$ cat src/rtl/usb_host_pkg.sv
// rtl/usb_host_pkg.sv - shared UART timing constant and receiver state encoding
package usb_host_pkg;

    localparam int BAUD_DIV_1M = 48;

    typedef enum logic [1:0] {
        IDLE,
        START,
        DATA,
        STOP
    } rx_state_t;

endpackage

$ cat src/rtl/sync_fifo.sv
// rtl/sync_fifo.sv - first-word-fall-through synchronous FIFO with occupancy
module sync_fifo #(
    parameter int WIDTH  = 8,
    parameter int ADDR_W = 4
) (
    input  logic              clk_i,
    input  logic              rstn,
    input  logic              wr_en,
    input  logic [WIDTH-1:0]  wr_data,
    input  logic              rd_en,
    output logic [WIDTH-1:0]  rd_data,
    output logic [ADDR_W:0]   level,
    output logic              full,
    output logic              empty
);

    logic [WIDTH-1:0] mem [0:(1<<ADDR_W)-1];
    logic [ADDR_W:0]  wptr;
    logic [ADDR_W:0]  rptr;
    logic             do_push;
    logic             do_pop;

    // Extra pointer bit distinguishes full from empty when the indices match.
    assign full  = (wptr[ADDR_W] != rptr[ADDR_W]) &&
                   (wptr[ADDR_W-1:0] == rptr[ADDR_W-1:0]);
    assign empty = (wptr == rptr);
    assign level = wptr - rptr;

    assign do_pop  = rd_en && !empty;
    assign do_push = wr_en && (!full || do_pop);

    always_ff @(posedge clk_i or negedge rstn) begin
        if (!rstn) begin
            wptr <= '0;
            rptr <= '0;
        end else begin
            if (do_push) begin
                wptr <= wptr + 1'b1;
            end
            if (do_pop) begin
                rptr <= rptr + 1'b1;
            end
        end
    end

    always_ff @(posedge clk_i) begin
        if (do_push) begin
            mem[wptr[ADDR_W-1:0]] <= wr_data;
        end
    end

    // Head is forced to zero when empty so the output is defined out of reset.
    assign rd_data = empty ? '0 : mem[rptr[ADDR_W-1:0]];

endmodule

$ cat src/rtl/uart_rx_fifo.sv
// rtl/uart_rx_fifo.sv - 8N1 UART receiver feeding a byte FIFO stream
module uart_rx_fifo
    import usb_host_pkg::*;
#(
    parameter int BAUD_DIV = BAUD_DIV_1M,
    parameter int ADDR_W   = 4
) (
    input  logic              clk_i,
    input  logic              rstn,
    input  logic              rxd_i,
    output logic [7:0]        m_data_o,
    output logic              m_valid_o,
    input  logic              m_ready_i,
    output logic [ADDR_W:0]   level_o,
    output logic              frame_err_o,
    output logic              overflow_o
);

    localparam int CNT_W = $clog2(BAUD_DIV);
    localparam logic [CNT_W-1:0] HALF_LAST = CNT_W'(BAUD_DIV / 2 - 1);
    localparam logic [CNT_W-1:0] FULL_LAST = CNT_W'(BAUD_DIV - 1);

    logic             rx_meta;
    logic             rx_s;
    rx_state_t        state;
    rx_state_t        state_nxt;
    logic [CNT_W-1:0] baud_cnt;
    logic [2:0]       bit_cnt;
    logic [7:0]       shreg;
    logic             baud_half;
    logic             baud_wrap;
    logic             cnt_clr;
    logic             shift_en;
    logic             stop_ok;
    logic             stop_bad;
    logic             fifo_full;
    logic             fifo_empty;
    logic             pop;
    logic             drop;

    always_ff @(posedge clk_i or negedge rstn) begin
        if (!rstn) begin
            rx_meta <= 1'b1;
            rx_s    <= 1'b1;
        end else begin
            rx_meta <= rxd_i;
            rx_s    <= rx_meta;
        end
    end

    assign baud_half = (baud_cnt == HALF_LAST);
    assign baud_wrap = (baud_cnt == FULL_LAST);

    always_ff @(posedge clk_i or negedge rstn) begin
        if (!rstn) begin
            state <= IDLE;
        end else begin
            state <= state_nxt;
        end
    end

    always_comb begin
        state_nxt = state;
        case (state)
            IDLE:  if (!rx_s) state_nxt = START;
            START: if (baud_half) state_nxt = rx_s ? IDLE : DATA;
            DATA:  if (baud_wrap && bit_cnt == 3'd7) state_nxt = STOP;
            STOP:  if (baud_wrap) state_nxt = IDLE;
            default: state_nxt = IDLE;
        endcase
    end

    // Leaving STOP at the stop-bit centre lets the next start edge be caught early.
    always_comb begin
        cnt_clr  = 1'b0;
        shift_en = 1'b0;
        stop_ok  = 1'b0;
        stop_bad = 1'b0;
        case (state)
            IDLE:  cnt_clr = 1'b1;
            START: cnt_clr = baud_half;
            DATA: begin
                cnt_clr  = baud_wrap;
                shift_en = baud_wrap;
            end
            STOP: begin
                cnt_clr  = baud_wrap;
                stop_ok  = baud_wrap && rx_s;
                stop_bad = baud_wrap && !rx_s;
            end
            default: cnt_clr = 1'b1;
        endcase
    end

    always_ff @(posedge clk_i or negedge rstn) begin
        if (!rstn) begin
            baud_cnt <= '0;
            bit_cnt  <= '0;
            shreg    <= '0;
        end else begin
            baud_cnt <= cnt_clr ? '0 : baud_cnt + 1'b1;
            if (state != DATA) begin
                bit_cnt <= '0;
            end else if (shift_en) begin
                bit_cnt <= bit_cnt + 3'd1;
            end
            if (shift_en) begin
                shreg <= {rx_s, shreg[7:1]};
            end
        end
    end

    assign m_valid_o = !fifo_empty;
    assign pop       = m_valid_o && m_ready_i;
    assign drop      = stop_ok && fifo_full && !pop;

    always_ff @(posedge clk_i or negedge rstn) begin
        if (!rstn) begin
            frame_err_o <= 1'b0;
            overflow_o  <= 1'b0;
        end else begin
            frame_err_o <= stop_bad;
            overflow_o  <= drop;
        end
    end

    sync_fifo #(
        .WIDTH  (8),
        .ADDR_W (ADDR_W)
    ) u_fifo (
        .clk_i   (clk_i),
        .rstn    (rstn),
        .wr_en   (stop_ok),
        .wr_data (shreg),
        .rd_en   (m_ready_i),
        .rd_data (m_data_o),
        .level   (level_o),
        .full    (fifo_full),
        .empty   (fifo_empty)
    );

endmodule

$ cat config.mk
export PLATFORM = sky130hd
export DESIGN_NAME = uart_rx_fifo
export DESIGN_NICKNAME = d
export VERILOG_FILES = /design/src/rtl/usb_host_pkg.sv /design/src/rtl/sync_fifo.sv /design/src/rtl/uart_rx_fifo.sv
export SDC_FILE = /design/constraint.sdc
export NUM_CORES = 1
export LEC_CHECK = 0
export CAP_MARGIN = 0
export CORE_MARGIN = 2
export CORE_UTILIZATION = 35
export DETAILED_ROUTE_END_ITERATION = 6
export HOLD_SLACK_MARGIN = 0.12
export PLACE_DENSITY_LB_ADDON = 0.1
export SYNTH_ARGS = -nofsm -noshare
export SYNTH_HDL_FRONTEND = slang
export SYNTH_SLANG_ARGS = --single-unit
$ cat constraint.sdc
create_clock -name clk_i -period 2.8 [get_ports clk_i]
set_input_delay 0.56 -clock clk_i [delete_from_list [all_inputs] [get_ports clk_i]]
set_output_delay 0.56 -clock clk_i [all_outputs]
set_load 0.01 [all_outputs]
run_1/layer_met4.png
Scale: 2 px per um. Supply wires on this layer in gray.
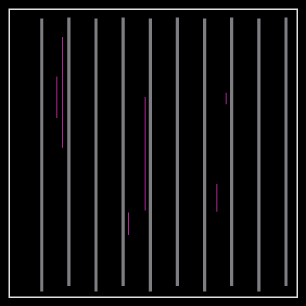
The wires run mostly vertical. The longest straight run is 56.4 um. The layer holds 1.1% of the routed length. The layer carries 162 um of wire.

run_1/congestion.png
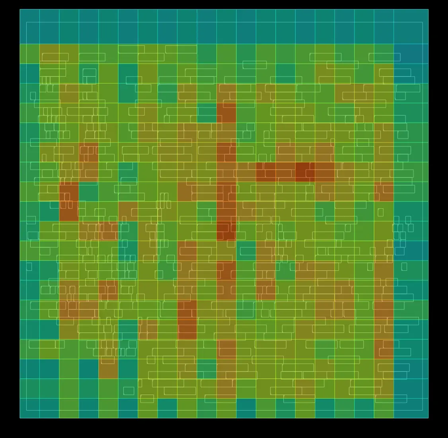
grt peak-use layer: met2
met1 demand-to-capacity share in global routing: 20.7%
M3 GR Usage: 3.72%
fraction of met2 tracks used by global routing: 24.9%
Layout Utilization: 43.4%

run_1/clk_routes.png
Scale: 2 px per um.
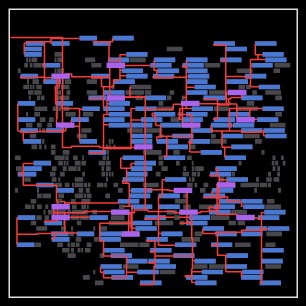
Red stands for clock wires, length 1960 um. Purple stands for clock drivers, count 17. Blue stands for flip-flops, count 161.
Position of the flops: widely spread.
Latency at later pin: 0.43 ns
worst clock skew: 0.00812 ns
P_clk: 2380 uW
fraction of power consumed by the clock network: 32.6%

==> run notes, run 1 <==
This note records the results obtained with Yosys and OpenROAD.

Run status
The flow ran to the end, but the final reports show violations. The checks that failed: setup timing.

Die
The total area inside the core boundary comes to 18900 sq um. At the floorplan stage, the core utilization is reported as 35.9%. The chip area is 20500 sq um.

Measured along the x axis, the die boundary spans 143 um.

Final timing
For this run, the final setup violation count is recorded as 2. The slew at the pin closest to its max-slew limit is 1.10 ns. The final worst slack is -0.0271 ns. Setup repair after global routing could not meet its margin everywhere.

Power and ir drop
The worst supply voltage drop on vdd is 523 uV. The total power density per cell area is 894 nW/um^2.

Placement
Detailed placement ended at an HPWL of 9520 um. Detailed placement reports a standard cell area of 7530 sq um.

Critical path
STA classifies the critical path startpoint as a flop. The launch point of the worst path is u_fifo.rptr[0]. The number of buffer and inverter instances along the worst setup path is 4. The arrival time reported for the critical path endpoint is 2.27 ns. Among all stages on the critical path, the maximum delay recorded is 0.48 ns.

Synthesis
Per the synth stats, the flop cell with the highest instance count is sky130_fd_sc_hd__edfxtp_1. The synthesis-stage register bit count is 161. The synthesis report lists the most area-consuming cells as sky130_fd_sc_hd__edfxtp_1 (57%), sky130_fd_sc_hd__dfrtp_1 (11%), sky130_fd_sc_hd__mux4_1 (5.4%). When the netlist entered floorplanning its net count stood at 392. Before any placement, the netlist area is recorded as 6790 sq um.

Per Yosys stat, the portion of area used by sequential elements is 68.9%.

Global route
The via count of the first global-routing pass is 3683.

Clocking
The clock input transition at the sequential cells of the worst setup and hold paths is 0.06 ns. The CTS tree is built. The tree is rooted in a sky130_fd_sc_hd__clkbuf_16.

Detailed routing
The count of nets left with antenna violations once routing finished came out at 0. Per the detail_route report, the via count comes to 3478. Per the detailed-route log, wirelength across all metal layers totals 14400 um. Dividing the detail-routed wire length by the instance count gives 20.1 um.

Finish
The antenna diode instance count is 0.
## run 1: per-layer routing
layer	up-vias	share of wire (%)	wire length (um)
met5	-	0	0
met4	0	1.1	161
met3	15	4.0	572
met2	67	49	7020
met1	1794	46	6690
li1	1602	-	-
## run 1: timing repair
item | CTS | global route
hold endpoints to repair | 0 | 0
setup endpoints to repair | 12 | 10
setup buffers | 4 | 3
pin swaps | 2 | 2
resized | 48 | 12
cloned | 0 | 0
## run 1: path summary, 6_finish.rpt
check	endpoint	slack, ns	cells after the start
setup reg to reg	u_fifo.mem[7][7]	0.21	4
min in group clk_i	rx_s	0.36	0
max in group asynchronous	u_fifo.rptr[0]	2.05	1
hold / removal	baud_cnt[3]	0.21	1
setup / recovery	m_data_o[4]	-0.03	8
hold reg to reg	rx_s	0.36	0
## run 1: through the flow
step	power [uW]	instances
floorplan	4050	375
global placement	4990	678
detailed placement	4990	678
CTS	7410	714
global route	7720	717
finish	7320	717
## run 1: logic make-up after synthesis
kind of cell	Yosys count	share of synthesized area, %
flip-flops	161	68.9
multiplexers	63	16.4
AND-OR/OR-AND	26	2.21
AND/OR/NAND/NOR	68	5.37
buffers and inverters	27	2.47
XOR/XNOR	17	2.19
adder cells (fa/ha/maj)	13	2.51
## run 1: area by class of cell
cell class	instances	area, sq um
Fill cell	1724	10700
Sequential cell	161	4670
Multi-Input combinational cell	187	2000
Timing Repair Buffer	67	552
Clock buffer	17	425
Tap cell	260	325
Clock inverter	15	181
Inverter	10	37.5
## run 1: power by group
group	switching, uW	total [uW]	internal, uW
Combinational	1050	2200	1150
Clock	970	2380	1410
Sequential	94.6	2740	2650
Total	2110	7320	5210
==> run 2, diff against run 1 <==
--- a/config.mk
+++ b/config.mk
@@ -8,3 +8,2 @@
 export CAP_MARGIN = 0
-export CORE_MARGIN = 2
 export CORE_UTILIZATION = 35
@@ -15,2 +14,3 @@
 export SYNTH_HDL_FRONTEND = slang
+export SYNTH_HIERARCHICAL = 1
 export SYNTH_SLANG_ARGS = --single-unit
==> constraint.sdc (replaced) <==
create_clock -name clk_i -period 2.8 [get_ports clk_i]
set_input_delay 0.28 -clock clk_i [delete_from_list [all_inputs] [get_ports clk_i]]
set_output_delay 0.28 -clock clk_i [all_outputs]
set_load 0.01 [all_outputs]
==> run 2 against run 1 <==
The flow now finishes without violations. Fmax grew 4.7%. Die area down 3.3%. Sequential share of layout area shrank 0.070 points. Via count rose by 1.0%. Register-to-register slack hardly changed. Cell count is 4.7% lower. Critical path depth shrank 1. Non-clock buffer count shrank 3. Global-route usage grew 0.36 points. Sequential power decreased by 2%. Combinational power fell by 19%. Total power decreased by 9.1%. Critical path type unchanged.
==> run notes, run 2 <==
This note records the results obtained with Yosys and OpenROAD.

Final timing
The final setup violation count is 0. The slew at the pin closest to its max-slew limit is 0.768 ns.

Critical path
For the worst flop-to-flop path, the logic depth is 7. In this run the number of cells on the critical path is 7. The endpoint identified for the worst register-to-register timing path is u_fifo/mem[9][7].

The longest incremental delay of any stage on the critical path is reported as 0.55 ns. For flop-to-flop paths, the worst setup slack is 0.20 ns.

Detailed routing
Summed over all layers, the routed wires come to 14300 um. The wire length the detailed router placed on met1 is 6590 um. The number of nets with antenna violations after routing is 0.

Synthesis
The mapped cell area is 6750 sq um. By area the synthesized netlist is led by sky130_fd_sc_hd__edfxtp_1 (57%), sky130_fd_sc_hd__dfrtp_1 (11%), sky130_fd_sc_hd__mux4_2 (6.3%). Of the synthesized area, sequential elements account for 69.3%. Per the post-synthesis report, the nets total 384.

Power and ir drop
After layout, the design draws a total of 6660 uW. The worst supply voltage drop on vdd is 453 uV.

Run status
The run finished with clean final reports.

Finish
The area occupied by registers is 4670 sq um.

Clocking
The clock input transition at the sequential cells of the worst setup and hold paths is 0.06 ns.

Placement
The area of placed instances is 7400 sq um.

Global route
Global routing used 2.99% of the available met3 tracks. The via count of the first global-routing pass is 3689.
-- run 2: power by group --
group,internal [uW],switching [uW]
Sequential,2610,69.8
Combinational,909,883
Clock,1230,949
-- run 2: layout make-up --
type                       count  area share [%]
inverter                      12           0.610
tap                          234            3.57
sequential                   161            57.0
multi-input combinational    180            24.6
timing repair buffer          64            7.43
clock buffer                  17            5.19
clock inverter                15            1.65
-- run 2: logic make-up after synthesis --
family / synth area share (%)
muxes: 14.2
adders and majority gates: 2.52
AOI/OAI and AO/OA: 3.67
xor gates and xnor gates: 1.93
and+or+nand+nor: 5.92
buffers and inverters: 2.50
DFF: 69.3
-- run 2: timing repair --
item | 4_1_cts | 5_1_grt
buffers inserted | 5 | 7
hold buffers | 1 | 0
cloned | 1 | 0
resized | 34 | 14
hold endpoints to repair | 31 | 0
endpoints found under the setup margin | 9 | 52
-- run 2: worst reg2reg max path, stage by stage (launching register included) --
cell                      delay [ns]
sky130_fd_sc_hd__dfrtp_1        0.37
sky130_fd_sc_hd__ha_1           0.25
sky130_fd_sc_hd__and4b_1        0.23
sky130_fd_sc_hd__nand2_1        0.11
sky130_fd_sc_hd__nor3_1         0.31
sky130_fd_sc_hd__o31a_1         0.32
sky130_fd_sc_hd__buf_4          0.20
sky130_fd_sc_hd__and3_1         0.45
-- run 2: worst min-delay path by stage --
| stage | start | end | slack, ns | cells after the start |
|---|---|---|---|---|
| after floorplan | rstn | async pin | -0.02 | 0 |
| after global placement | rx_meta | rx_s | 0.36 | 0 |
| after detailed placement | rx_meta | rx_s | 0.35 | 0 |
| after CTS | rxd_i | rx_meta | 0.26 | 1 |
| after global routing | rxd_i | rx_meta | 0.26 | 1 |
| final | rxd_i | rx_meta | 0.27 | 1 |
run_2/congestion.png
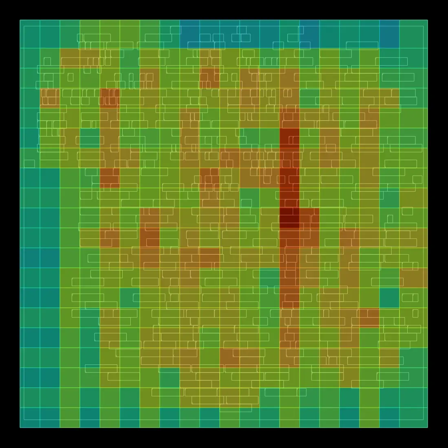
met1 demand-to-capacity share in global routing: 21.3%
Layout Utilization: 43.7%
detail-routed net length per standard cell: 20.9 um

run_2/io_fan.png
Scale: 2 px per um.
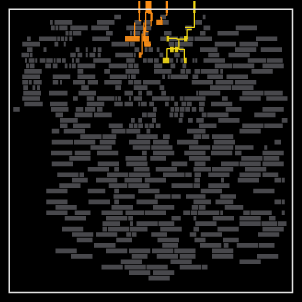
Yellow stands for `m_ready_i`, bits 1, direction input, edge top, end cells 6, buffers 1, wire 56.0 um. Orange stands for `level_o`, bits 5, direction output, edge top, end cells 5, buffers 5, wire 82.0 um.
number of port buffers: 19
IO Count: 20

No activity file was given, so power comes from the tool's default toggle rates.
